===== src/rtl/io_load_tracker_pkg.sv =====
`default_nettype none
// ----------------------------------------------------------------------------
// io_load_tracker_params : shared load-kind, entry-state and ring-entry types
// Revision: 1.0
// ----------------------------------------------------------------------------
package io_load_tracker_params;

   localparam int LOAD_KIND_WIDTH = 3;

   typedef enum logic [LOAD_KIND_WIDTH-1:0] {
      LB  = 3'd0,
      LH  = 3'd1,
      LW  = 3'd2,
      LWL = 3'd3,
      LWR = 3'd4
   } load_kind_t;

   typedef enum logic [1:0] {
      FREE    = 2'd0,
      PENDING = 2'd1,
      DONE    = 2'd2,
      DISCARD = 2'd3
   } entry_state_t;

   // kind is kept as raw bits so undefined encodings survive to the formatter
   typedef struct packed {
      entry_state_t                state;
      logic                        is_store;
      logic [LOAD_KIND_WIDTH-1:0]  kind;
      logic                        is_unsigned;
      logic [1:0]                  offset;
      logic [31:0]                 data;
   } tracker_entry_t;

endpackage
`default_nettype wire


===== src/rtl/io_load_tracker_if.sv =====
`default_nettype none
// ----------------------------------------------------------------------------
// io_load_tracker_if : issue, response, flush and write-back signals of the tracker
// Revision: 1.0
// ----------------------------------------------------------------------------
interface io_load_tracker_if
   import io_load_tracker_params::*;
#(
   parameter int DEPTH          = 4,
   parameter int REG_ADDR_WIDTH = 5,
   parameter int COUNT_WIDTH    = $clog2(DEPTH + 1)
) ();

   logic                       req_valid;
   logic                       req_ready;
   logic                       req_is_store;
   logic [LOAD_KIND_WIDTH-1:0] req_load_kind;
   logic                       req_unsigned;
   logic [1:0]                 req_address_low;
   logic [REG_ADDR_WIDTH-1:0]  req_write_register;
   logic                       resp_valid;
   logic [31:0]                resp_data;
   logic                       flush;
   logic                       out_valid;
   logic                       out_ready;
   logic [31:0]                out_data;
   logic [3:0]                 out_write_strobe;
   logic [REG_ADDR_WIDTH-1:0]  out_write_register;
   logic [COUNT_WIDTH-1:0]     outstanding_count;
   logic                       resp_unexpected;

   modport slave (
      input  req_valid, req_is_store, req_load_kind, req_unsigned,
             req_address_low, req_write_register, resp_valid, resp_data,
             flush, out_ready,
      output req_ready, out_valid, out_data, out_write_strobe,
             out_write_register, outstanding_count, resp_unexpected
   );

   modport master (
      output req_valid, req_is_store, req_load_kind, req_unsigned,
             req_address_low, req_write_register, resp_valid, resp_data,
             flush, out_ready,
      input  req_ready, out_valid, out_data, out_write_strobe,
             out_write_register, outstanding_count, resp_unexpected
   );

endinterface
`default_nettype wire


===== src/rtl/io_load_tracker_formatter.sv =====
`default_nettype none
// ----------------------------------------------------------------------------
// load_result_formatter : aligns/extends raw load data into a register result
// Revision: 1.0
// ----------------------------------------------------------------------------
module load_result_formatter
   import io_load_tracker_params::*;
(
   input  logic [LOAD_KIND_WIDTH-1:0] i_kind,
   input  logic                       i_unsigned,
   input  logic [1:0]                 i_offset,
   input  logic [31:0]                i_data,
   output logic [31:0]                o_result,
   output logic [3:0]                 o_strobe
);

   logic [7:0]  w_byte;
   logic [15:0] w_half;

   always_comb begin
      case (i_offset)
         2'd0: w_byte = i_data[7:0];
         2'd1: w_byte = i_data[15:8];
         2'd2: w_byte = i_data[23:16];
         2'd3: w_byte = i_data[31:24];
      endcase
      w_half   = i_offset[1] ? i_data[31:16] : i_data[15:0];
      o_result = i_data;
      o_strobe = 4'b1111;
      case (i_kind)
         LB: o_result = {{24{w_byte[7] & ~i_unsigned}}, w_byte};
         LH: o_result = {{16{w_half[15] & ~i_unsigned}}, w_half};
         LWL: begin
            case (i_offset)
               2'd0: begin o_result = {i_data[7:0],  24'h0}; o_strobe = 4'b1000; end
               2'd1: begin o_result = {i_data[15:0], 16'h0}; o_strobe = 4'b1100; end
               2'd2: begin o_result = {i_data[23:0],  8'h0}; o_strobe = 4'b1110; end
               2'd3: begin o_result = i_data;                o_strobe = 4'b1111; end
            endcase
         end
         LWR: begin
            case (i_offset)
               2'd0: begin o_result = i_data;                  o_strobe = 4'b1111; end
               2'd1: begin o_result = {8'h0,  i_data[31:8]};   o_strobe = 4'b0111; end
               2'd2: begin o_result = {16'h0, i_data[31:16]};  o_strobe = 4'b0011; end
               2'd3: begin o_result = {24'h0, i_data[31:24]};  o_strobe = 4'b0001; end
            endcase
         end
         default: ;
      endcase
   end

endmodule
`default_nettype wire


===== src/rtl/io_load_tracker.sv =====
`default_nettype none
// ----------------------------------------------------------------------------
// io_load_tracker : in-order ring of outstanding data-bus transactions feeding wb
// Revision: 1.0
// ----------------------------------------------------------------------------
module io_load_tracker
   import io_load_tracker_params::*;
#(
   parameter int DEPTH          = 4,
   parameter int COUNT_WIDTH    = $clog2(DEPTH + 1),
   parameter int REG_ADDR_WIDTH = 5
) (
   input  logic             clock,
   input  logic             reset,
   io_load_tracker_if.slave bus
);

   localparam int PTR_WIDTH = $clog2(DEPTH);

   tracker_entry_t            r_ent  [DEPTH];
   logic [REG_ADDR_WIDTH-1:0] r_wreg [DEPTH];
   logic [PTR_WIDTH-1:0]      r_tail;
   logic [PTR_WIDTH-1:0]      r_resp_ptr;
   logic [PTR_WIDTH-1:0]      r_head;
   logic [COUNT_WIDTH-1:0]    r_count;
   logic                      r_resp_unexpected;

   tracker_entry_t            w_head;
   logic                      w_ready;
   logic                      w_alloc;
   logic                      w_resp_pend;
   logic                      w_resp_disc;
   logic                      w_resp_live;
   logic                      w_head_done;
   logic                      w_retire;
   logic [PTR_WIDTH-1:0]      w_resp_ptr_nxt;
   logic [COUNT_WIDTH-1:0]    w_done_cnt;

   assign w_head         = r_ent[r_head];
   assign w_ready        = (r_count != COUNT_WIDTH'(DEPTH)) && !bus.flush;
   assign w_alloc        = bus.req_valid && w_ready;
   assign w_resp_pend    = bus.resp_valid && (r_ent[r_resp_ptr].state == PENDING);
   assign w_resp_disc    = bus.resp_valid && (r_ent[r_resp_ptr].state == DISCARD);
   assign w_resp_live    = w_resp_pend || w_resp_disc;
   assign w_head_done    = !bus.flush && (w_head.state == DONE);
   assign w_retire       = w_head_done && (w_head.is_store || bus.out_ready);
   assign w_resp_ptr_nxt = r_resp_ptr + PTR_WIDTH'(w_resp_live);

   always_comb begin
      w_done_cnt = '0;
      for (int i = 0; i < DEPTH; i++) begin
         if (r_ent[i].state == DONE) w_done_cnt = w_done_cnt + COUNT_WIDTH'(1);
      end
   end

   always_ff @(posedge clock or posedge reset) begin
      if (reset) begin
         for (int i = 0; i < DEPTH; i++) begin
            r_ent[i]  <= '0;
            r_wreg[i] <= '0;
         end
         r_tail            <= '0;
         r_resp_ptr        <= '0;
         r_head            <= '0;
         r_count           <= '0;
         r_resp_unexpected <= 1'b0;
      end else begin
         // DONE at resp_ptr only happens with the ring full of finished entries
         r_resp_unexpected <= bus.resp_valid && !w_resp_live;
         if (bus.flush) begin
            for (int i = 0; i < DEPTH; i++) begin
               if (r_ent[i].state == DONE)         r_ent[i].state <= FREE;
               else if (r_ent[i].state == PENDING) r_ent[i].state <= DISCARD;
            end
            if (w_resp_live) r_ent[r_resp_ptr].state <= FREE;
            r_resp_ptr <= w_resp_ptr_nxt;
            r_head     <= w_resp_ptr_nxt;
            r_count    <= r_count - w_done_cnt - COUNT_WIDTH'(w_resp_live);
         end else begin
            if (w_alloc) begin
               r_ent[r_tail] <= '{state:       PENDING,
                                  is_store:    bus.req_is_store,
                                  kind:        bus.req_load_kind,
                                  is_unsigned: bus.req_unsigned,
                                  offset:      bus.req_address_low,
                                  data:        32'h0};
               r_wreg[r_tail] <= bus.req_write_register;
               r_tail         <= r_tail + PTR_WIDTH'(1);
            end
            if (w_resp_pend) begin
               r_ent[r_resp_ptr].state <= DONE;
               r_ent[r_resp_ptr].data  <= bus.resp_data;
            end
            // a DISCARD at resp_ptr implies head == resp_ptr, so it never collides with a retire
            if (w_resp_disc) r_ent[r_resp_ptr].state <= FREE;
            if (w_retire)    r_ent[r_head].state     <= FREE;
            if (w_retire || w_resp_disc) r_head <= r_head + PTR_WIDTH'(1);
            r_resp_ptr <= w_resp_ptr_nxt;
            r_count    <= r_count + COUNT_WIDTH'(w_alloc)
                          - COUNT_WIDTH'(w_retire) - COUNT_WIDTH'(w_resp_disc);
         end
      end
   end

   load_result_formatter u_formatter (
      .i_kind     (w_head.kind),
      .i_unsigned (w_head.is_unsigned),
      .i_offset   (w_head.offset),
      .i_data     (w_head.data),
      .o_result   (bus.out_data),
      .o_strobe   (bus.out_write_strobe)
   );

   assign bus.req_ready          = w_ready;
   assign bus.out_valid          = w_head_done && !w_head.is_store;
   assign bus.out_write_register = r_wreg[r_head];
   assign bus.outstanding_count  = r_count;
   assign bus.resp_unexpected    = r_resp_unexpected;

endmodule
`default_nettype wire


===== src/flat_wrapper.sv =====
// flat-port wrapper written by rule: the top's interface ports become plain ports
module io_load_tracker_flat import io_load_tracker_params::*;
#(
   parameter int DEPTH          = 4,
   parameter int COUNT_WIDTH    = $clog2(DEPTH + 1),
   parameter int REG_ADDR_WIDTH = 5
)
  (clock, reset, bus_req_valid, bus_req_is_store, bus_req_load_kind, bus_req_unsigned, bus_req_address_low, bus_req_write_register, bus_resp_valid, bus_resp_data, bus_flush, bus_out_ready, bus_req_ready, bus_out_valid, bus_out_data, bus_out_write_strobe, bus_out_write_register, bus_outstanding_count, bus_resp_unexpected);
  io_load_tracker_if #(.DEPTH(DEPTH), .REG_ADDR_WIDTH(REG_ADDR_WIDTH), .COUNT_WIDTH(COUNT_WIDTH)) bus_i ();
  input  logic clock;
  input  logic reset;
  input wire logic [$bits(bus_i.req_valid)-1:0] bus_req_valid;
  input wire logic [$bits(bus_i.req_is_store)-1:0] bus_req_is_store;
  input wire logic [$bits(bus_i.req_load_kind)-1:0] bus_req_load_kind;
  input wire logic [$bits(bus_i.req_unsigned)-1:0] bus_req_unsigned;
  input wire logic [$bits(bus_i.req_address_low)-1:0] bus_req_address_low;
  input wire logic [$bits(bus_i.req_write_register)-1:0] bus_req_write_register;
  input wire logic [$bits(bus_i.resp_valid)-1:0] bus_resp_valid;
  input wire logic [$bits(bus_i.resp_data)-1:0] bus_resp_data;
  input wire logic [$bits(bus_i.flush)-1:0] bus_flush;
  input wire logic [$bits(bus_i.out_ready)-1:0] bus_out_ready;
  output wire logic [$bits(bus_i.req_ready)-1:0] bus_req_ready;
  output wire logic [$bits(bus_i.out_valid)-1:0] bus_out_valid;
  output wire logic [$bits(bus_i.out_data)-1:0] bus_out_data;
  output wire logic [$bits(bus_i.out_write_strobe)-1:0] bus_out_write_strobe;
  output wire logic [$bits(bus_i.out_write_register)-1:0] bus_out_write_register;
  output wire logic [$bits(bus_i.outstanding_count)-1:0] bus_outstanding_count;
  output wire logic [$bits(bus_i.resp_unexpected)-1:0] bus_resp_unexpected;
  assign bus_i.req_valid = bus_req_valid;
  assign bus_i.req_is_store = bus_req_is_store;
  assign bus_i.req_load_kind = bus_req_load_kind;
  assign bus_i.req_unsigned = bus_req_unsigned;
  assign bus_i.req_address_low = bus_req_address_low;
  assign bus_i.req_write_register = bus_req_write_register;
  assign bus_i.resp_valid = bus_resp_valid;
  assign bus_i.resp_data = bus_resp_data;
  assign bus_i.flush = bus_flush;
  assign bus_i.out_ready = bus_out_ready;
  assign bus_req_ready = bus_i.req_ready;
  assign bus_out_valid = bus_i.out_valid;
  assign bus_out_data = bus_i.out_data;
  assign bus_out_write_strobe = bus_i.out_write_strobe;
  assign bus_out_write_register = bus_i.out_write_register;
  assign bus_outstanding_count = bus_i.outstanding_count;
  assign bus_resp_unexpected = bus_i.resp_unexpected;
  io_load_tracker #(.DEPTH(DEPTH), .COUNT_WIDTH(COUNT_WIDTH), .REG_ADDR_WIDTH(REG_ADDR_WIDTH)) u_core (.clock(clock), .reset(reset), .bus(bus_i));
endmodule

===== config.mk =====
export PLATFORM = sky130hd
export DESIGN_NAME = io_load_tracker_flat
export DESIGN_NICKNAME = d
export VERILOG_FILES = /design/src/rtl/io_load_tracker_pkg.sv /design/src/rtl/io_load_tracker_if.sv /design/src/rtl/io_load_tracker_formatter.sv /design/src/rtl/io_load_tracker.sv /design/src/flat_wrapper.sv
export SDC_FILE = /design/constraint.sdc
export NUM_CORES = 1
export LEC_CHECK = 0
export ABC_AREA = 1
export CAP_MARGIN = 20
export CORE_MARGIN = 1.5
export CORE_UTILIZATION = 35
export DETAILED_ROUTE_END_ITERATION = 7
export GPL_TIMING_DRIVEN = 0
export PLACE_DENSITY = 0.51
export SETUP_SLACK_MARGIN = 0.4
export SLEW_MARGIN = 20
export SYNTH_ARGS = -nofsm -noshare
export SYNTH_HDL_FRONTEND = slang
export SYNTH_HIERARCHICAL = 1
export SYNTH_SLANG_ARGS = --single-unit

===== constraint.sdc =====
create_clock -name clock -period 7.8 [get_ports clock]
set_input_delay 0.78 -clock clock [delete_from_list [all_inputs] [get_ports clock]]
set_output_delay 0.78 -clock clock [all_outputs]
set_load 0.02 [all_outputs]

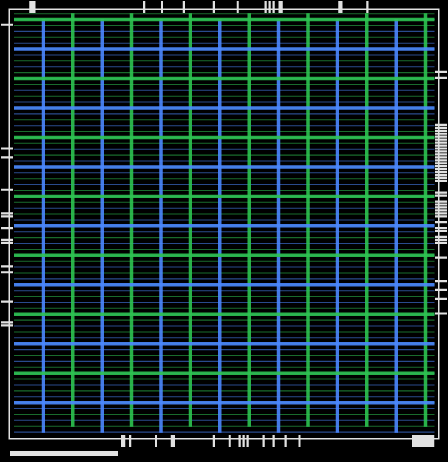
*Floorplan with the power grid, run 1*
Scale bar: 50 um. Pins as bars on the die edge.
VDD -> green
VSS -> blue
met1 rails = 72
met4 straps = 14
met5 straps = 14

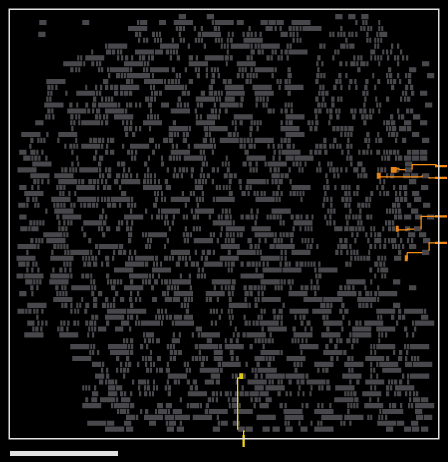
*I/O nets highlighted, run 1*
Scale bar: 50 um.
bus_out_valid -> yellow  # direction output, edge south, end cells 1, buffers 1, wire 28.1 um
bus_out_write_strobe -> orange  # direction output, edge east, end cells 4, buffers 4, wire 83.0 um

==> results.json, run 1 <==
{
  "comb-cell-share_pct": 46.46,
  "largest_register_ffs": 164,
  "drt_pass1_iterations": 6,
  "area_leaders": "dfrtp_1 (37%), nand2_1 (24%), nand3_1 (6.7%)",
  "endpoint": "bus_out_data[12]",
  "intPower_mw": 3.814,
  "holdPathEnd": "u_core/r_ent[35]$_DFFE_PP0P_",
  "diodes": 0,
  "die_w_um": 197.6,
  "yosys-stat-cells": 2067,
  "fin_worst_skew_ps": 11.01,
  "seqPwrFrac_pct": 19.9,
  "worstReg2RegEnd": "u_core/bus.outstanding_count[2]$_DFF_PP0_",
  "irDropWorstVdd_v": 0.0002196,
  "hold_viol": 0,
  "overflow": 0,
  "rrSetupSlack_ps": 4250,
  "synth-xor-area-share_pct": 0.5950,
  "wirelength_met1_mm": 25.16,
  "pin_count": 97,
  "wl_met2_mm": 24.74,
  "wl_met3_mm": 3.463,
  "synth_warnings": 6,
  "whs_path_depth": 2,
  "use_met2_pct": 46.62,
  "power.leakage_nw": 8.011,
  "hpwl_mm": 40.43,
  "clk_latency_ps": 460,
  "gp_congestion": 0.9206,
  "synthAdderAreaFrac_pct": 2.153,
  "cts_made_buffers": 17,
  "tns_ps": 0,
  "compound_area_share_pct": 9.955,
  "comb_cell_power_mw": 5.64,
  "ys_types": 32,
  "pre_cts_ws_ps": 2528,
  "wl_per_cell_um": 20.20,
  "synth-seq-cells": 194,
  "cts-hold-fix-buffers": 0,
  "worst-slew-pin-transition_ps": 1114,
  "dpl_cell_area_mm2": 0.01491,
  "crit_chain": "buf_2 -> inv_1 -> clkbuf_1 -> clkbuf_1 -> o21ai_0 -> o22ai_1 -> nand3_1 -> nor2_1 -> nand2_1 -> nor2_1 -> nor2_1 -> nand2_1 -> clkdlybuf4s50_1",
  "drc": 0,
  "slowest_stage": "o22ai_1",
  "combPwrFrac_pct": 68.4,
  "outcome": "finished, final reports clean",
  "fp_util_pct": 35.34,
  "die_area_mm2": 0.03903,
  "comb_cells": 1609,
  "drive_gt1_share_pct": 5.735,
  "synthMuxAreaShare_pct": 0.07556,
  "r2r-start": "u_core/r_ent[121]$_DFF_PP0_",
  "cpMostUsedCell": "nor2_1",
  "seq_power_mw": 1.64,
  "min_from": "u_core/r_ent[35]$_DFFE_PP0P_",
  "rr_worst_depth": 14,
  "layout.nonclk_buf_share_pct": 11.20,
  "pg_clk_uw": 963,
  "clock_buffers": 21,
  "largest_register": "u_core/r_ent",
  "numClockSinks": 194,
  "crit_path_start": "u_core/r_head[1]$_DFFE_PP0P_",
  "n_all_buffers": 242,
  "critPathLaunchType": "flip-flop",
  "p_sw_mw": 4.430,
  "cts_setup_buffers": 0,
  "swShare_pct": 53.74,
  "async_flop_share_pct": 100.0,
  "holdWs_ps": 475.5,
  "ff_count": 194,
  "grt_pass1_vias": 14004,
  "tool_warnings": 35,
  "area_delta_synth_final_pct": 17.25,
  "cp_top_family": "buffers and inverters"
}
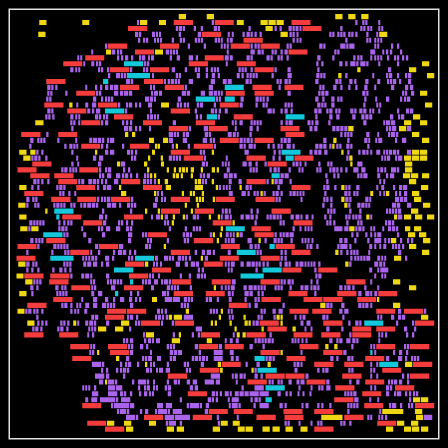
*Placement by cell class, run 1*
other buffers and delay cells -> yellow  # cells 242, share of their area 12%
flops -> red  # cells 194, share of their area 33%
combinational and other logic -> purple  # cells 1729, share of their area 52%
clock drivers and dummy loads -> cyan  # cells 32, share of their area 4.2%
fin util: 41.43%
sequential share of cell area: 31.26%
design area: 0.01553 mm^2

### Cell area per tile, run 1

Scale bar: 50 um. 20 x 20 tiles, from black (low) to pale yellow (high), 0 to 100% covered.
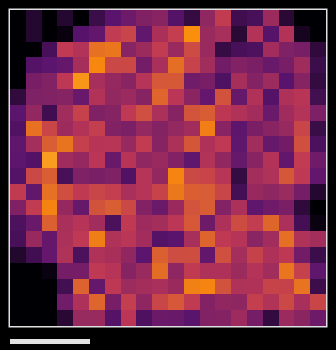

==> run 2: changes to the inputs <==
==> constraint.sdc (replaced) <==
create_clock -name clock -period 5.6 [get_ports clock]
set_input_delay 0.56 -clock clock [delete_from_list [all_inputs] [get_ports clock]]
set_output_delay 0.56 -clock clock [all_outputs]
set_load 0.02 [all_outputs]
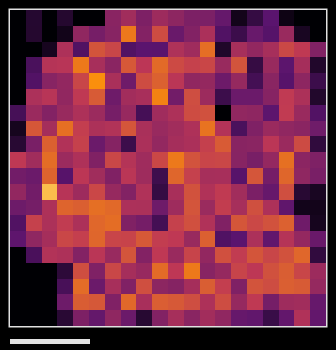
*Cell area per tile, run 2*
Scale bar: 50 um. 20 x 20 tiles, from black (low) to pale yellow (high), 0 to 100% covered.
tiles over 75% full = 0.50%
fullest tile = 86%
mean over tiles = 39%
nearly empty tiles = 7.0%

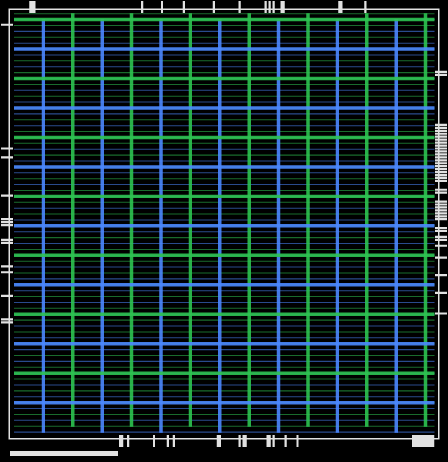
*Floorplan with the power grid, run 2*
Scale bar: 50 um. Pins as bars on the die edge.
VDD -> green
VSS -> blue
met5 straps = 14
met1 rails = 72
DIE HEIGHT: 197.6 um
Die W: 197.6 um
Core ar.: 0.03749 mm^2
worst IR drop on VDD: 0.0002698 V

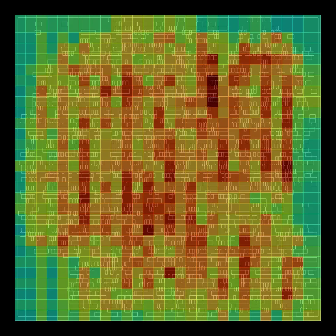
*Routing congestion map, run 2*
met3 Usage GRT: 4.251%
fin util: 41.87%

==> run 2 against run 1 <==
  * Die area unchanged
  * Clock skew increased by 5.6 ps
  * Utilization increased by 0.43 points
  * Hold slack got worse by 55 ps
  * Clock power increased by 45%
==> results.json, run 2 <==
{
  "seqPwrFrac_pct": 19.8,
  "yosys-stat-cells": 2067,
  "outcome": "finished, final reports clean",
  "drc": 0,
  "hold_class": "input port to asynchronous set/reset pin",
  "use_met2_pct": 46.70,
  "holdWs_ps": 420.1,
  "compound_area_share_pct": 9.955,
  "wl_met3_mm": 3.406,
  "pin_count": 97,
  "final_area_mm2": 0.01570,
  "gp_congestion": 0.8918,
  "nNonClkInverters": 120,
  "numClockSinks": 194,
  "combPwrFrac_pct": 68.1,
  "synth-seq-cells": 194,
  "clock_buffers": 19,
  "grt_pass1_vias": 13757,
  "comb_cells": 1609,
  "critPathLaunchType": "flip-flop",
  "r2r-start": "u_core/r_ent[121]$_DFF_PP0_",
  "comb_cell_power_mw": 7.90,
  "n_all_buffers": 247,
  "intPower_mw": 5.400,
  "grt_max_degree": 30,
  "seq_share_pct": 30.93,
  "power.leakage_nw": 8.089,
  "synth_warnings": 6,
  "p_sw_mw": 6.191,
  "layout.nonclk_buf_share_pct": 11.68,
  "drt_pass1_iterations": 5,
  "cts-hold-fix-buffers": 0,
  "slowest_stage": "clkdlybuf4s50_1",
  "worst-slew-pin-transition_ps": 1088,
  "dpl_cell_area_mm2": 0.01499,
  "worstReg2RegEnd": "u_core/bus.outstanding_count[2]$_DFF_PP0_",
  "tool_warnings": 35,
  "overflow": 0,
  "seq_power_mw": 2.29,
  "tns_ps": 0,
  "largest_register_ffs": 164,
  "comb-cell-share_pct": 46.34,
  "cp_top_family": "buffers and inverters",
  "crit_chain": "buf_2 -> inv_1 -> clkbuf_2 -> clkbuf_1 -> o21ai_0 -> o22ai_2 -> nand3_1 -> nand3_2 -> nand3_2 -> buf_4 -> nand4_1 -> clkdlybuf4s50_1",
  "async_flop_share_pct": 100.0,
  "crit_path_start": "u_core/r_head[1]$_DFFE_PP0P_",
  "cts_setup_buffers": 0,
  "swShare_pct": 53.41,
  "area_leaders": "dfrtp_1 (37%), nand2_1 (24%), nand3_1 (6.7%)",
  "drive_gt1_share_pct": 6.540,
  "largest_register": "u_core/r_ent",
  "wl_per_cell_um": 20.08,
  "area_delta_synth_final_pct": 18.47,
  "rr_worst_depth": 14,
  "cpMostUsedCell": "nand3_2",
  "clockRootBuffer": "clkbuf_16",
  "synthAdderAreaFrac_pct": 2.153,
  "clk_latency_ps": 460,
  "die_area_mm2": 0.03903,
  "diodes": 0,
  "cp.depth": 12,
  "hpwl_mm": 40.71,
  "hold_viol": 0,
  "fin_worst_skew_ps": 16.56,
  "ys_types": 32,
  "synthMuxAreaShare_pct": 0.07556,
  "rrSetupSlack_ps": 2070,
  "wirelength_met1_mm": 24.86,
  "ff_type": "dfrtp_1",
  "wl_met2_mm": 25.15,
  "pg_clk_mw": 1.40,
  "dp_cells": 2681,
  "synth-xor-area-share_pct": 0.5950,
  "endpoint": "bus_out_data[20]"
}
### Placement by cell class, run 2

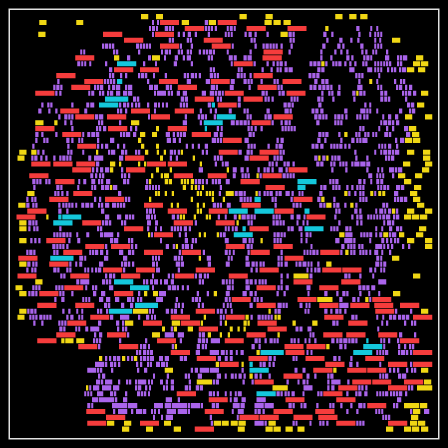

==> run 3: changes to the inputs <==
--- a/config.mk
+++ b/config.mk
@@ -16,5 +16,4 @@
 export SLEW_MARGIN = 20
 export SYNTH_ARGS = -nofsm -noshare
 export SYNTH_HDL_FRONTEND = slang
-export SYNTH_HIERARCHICAL = 1
 export SYNTH_SLANG_ARGS = --single-unit
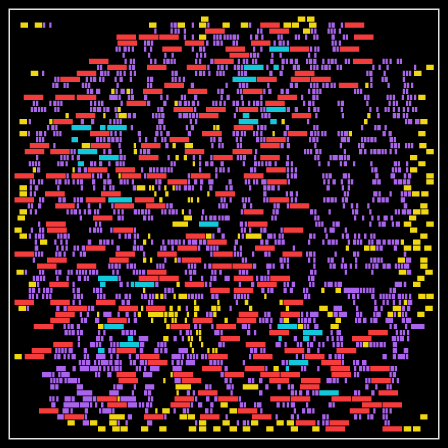
*Placement by cell class, run 3*
clock drivers and dummy loads -> cyan  # cells 32, share of their area 4.1%
flops -> red  # cells 194, share of their area 34%
other buffers and delay cells -> yellow  # cells 220, share of their area 12%
combinational and other logic -> purple  # cells 1625, share of their area 50%

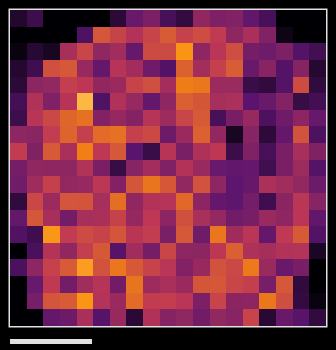
*Cell area per tile, run 3*
Scale bar: 50 um. 19 x 19 tiles, from black (low) to pale yellow (high), 0 to 100% covered.
mean over tiles = 38%
fullest tile = 85%
tiles over 75% full = 1.4%

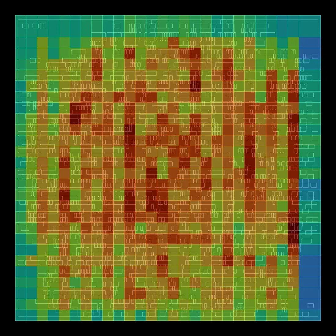
*Routing congestion map, run 3*
fin util: 41.91%
all-layer global routing usage: 29.16%
GR Util met1: 39.11%
wire per inst: 20.99 um
layer with the highest usage: met2

==> run 3 against run 2 <==
  * Wire length fell by 2.5%
  * Clock-buffer cell count fell by 2
  * Worst setup slack improved by 620 ps
  * Sequential share of layout area rose by 1.6 points
  * Non-clock buffer count fell by 27
  * Via count fell by 7.1%
  * Sequential power rose by 4%
  * Cell area fell by 5.0%
  * Utilization barely moved
  * Global-route usage rose by 0.56 points
  * Total power fell by 6.7%
==> results.json, run 3 <==
{
  "min_from": "u_core.r_ent[103]$_DFFE_PP0P_",
  "power.leakage_nw": 7.757,
  "ff_count": 194,
  "seqPwrFrac_pct": 22.0,
  "drive_gt1_share_pct": 7.484,
  "combPwrFrac_pct": 66.0,
  "wl_met3_mm": 4.015,
  "intPower_mw": 5.104,
  "use_met3_pct": 5.828,
  "cts_setup_buffers": 0,
  "grt_pass1_vias": 12616,
  "dpl_cell_area_mm2": 0.01432,
  "drc": 0,
  "ys_types": 37,
  "r2r-start": "u_core.r_head[1]$_DFFE_PP0P_",
  "worst-slew-pin-transition_ps": 1127,
  "core_area_mm2": 0.03557,
  "tool_warnings": 34,
  "overflow": 0,
  "top_logic_kind": "simple AND/OR/NAND/NOR gates",
  "wl_met2_mm": 24.37,
  "pre_cts_ws_ps": 1799,
  "diodes": 0,
  "synthAdderAreaFrac_pct": 2.057,
  "syn-cell-area_mm2": 0.01265,
  "maxCapViolCount": 0,
  "pin_count": 97,
  "ff_type": "dfrtp_1",
  "worstReg2RegEnd": "u_core.bus.outstanding_count[2]$_DFF_PP0_",
  "drt_pass1_iterations": 6,
  "compound_area_share_pct": 7.476,
  "wirelength_met1_mm": 23.06,
  "holdWs_ps": 480.3,
  "critPathLaunchType": "flip-flop",
  "synth-xor-area-share_pct": 0.4845,
  "clockRootBuffer": "clkbuf_16",
  "largest_register_ffs": 164,
  "dp_cells": 2500,
  "die_w_um": 193.1,
  "use_met2_pct": 46.63,
  "comb_cells": 1494,
  "tns_ps": 0,
  "comb_cell_power_mw": 7.14,
  "holdPathEnd": "u_core.r_ent[103]$_DFFE_PP0P_",
  "die_area_mm2": 0.03730,
  "final_area_mm2": 0.01491,
  "n_all_buffers": 220,
  "outcome": "finished, final reports clean",
  "cp.depth": 11,
  "area_delta_synth_final_pct": 17.80,
  "seq_power_mw": 2.38,
  "crit_chain": "buf_4 -> buf_2 -> clkbuf_1 -> nand3_1 -> nand2_1 -> nand2_1 -> nand3_1 -> nand3_1 -> nand3_1 -> nand4_1 -> clkdlybuf4s50_1",
  "numClockSinks": 194,
  "layout.nonclk_buf_share_pct": 11.44,
  "cpMostUsedCell": "nand3_1",
  "cp_top_family": "buffers and inverters",
  "whs_path_depth": 2,
  "edf_count": 0,
  "async_flop_share_pct": 100.0,
  "synth_warnings": 0,
  "swShare_pct": 52.82,
  "yosys-stat-cells": 1936,
  "dieHeight_um": 193.1,
  "fin_crit_ps": 4305,
  "ff_latch_area_mm2": 0.004855,
  "pg_clk_mw": 1.29,
  "seq_share_pct": 32.57,
  "rr_worst_depth": 16,
  "cts_made_buffers": 17,
  "largest_register": "u_core.r_ent",
  "crit_path_start": "u_core.r_head[1]$_DFFE_PP0P_",
  "hold_viol": 0,
  "rrSetupSlack_ps": 1810,
  "cts-hold-fix-buffers": 0,
  "grt_pass1_wl_mm": 79.78,
  "hpwl_mm": 38.74,
  "slowest_stage": "clkbuf_1",
  "endpoint": "bus_out_data[30]",
  "synth-seq-cells": 194,
  "clock_buffers": 17,
  "setup_ws_ps": 1295,
  "hold_class": "flip-flop to flip-flop",
  "clk_latency_ps": 460,
  "synthMuxAreaShare_pct": 0.08899,
  "irDropWorstVdd_v": 0.0006010,
  "nNonClkInverters": 131,
  "grt_max_degree": 34,
  "gp_congestion": 0.9336,
  "fp_util_pct": 35.57
}
No activity file was given, so power comes from the tool's default toggle rates.
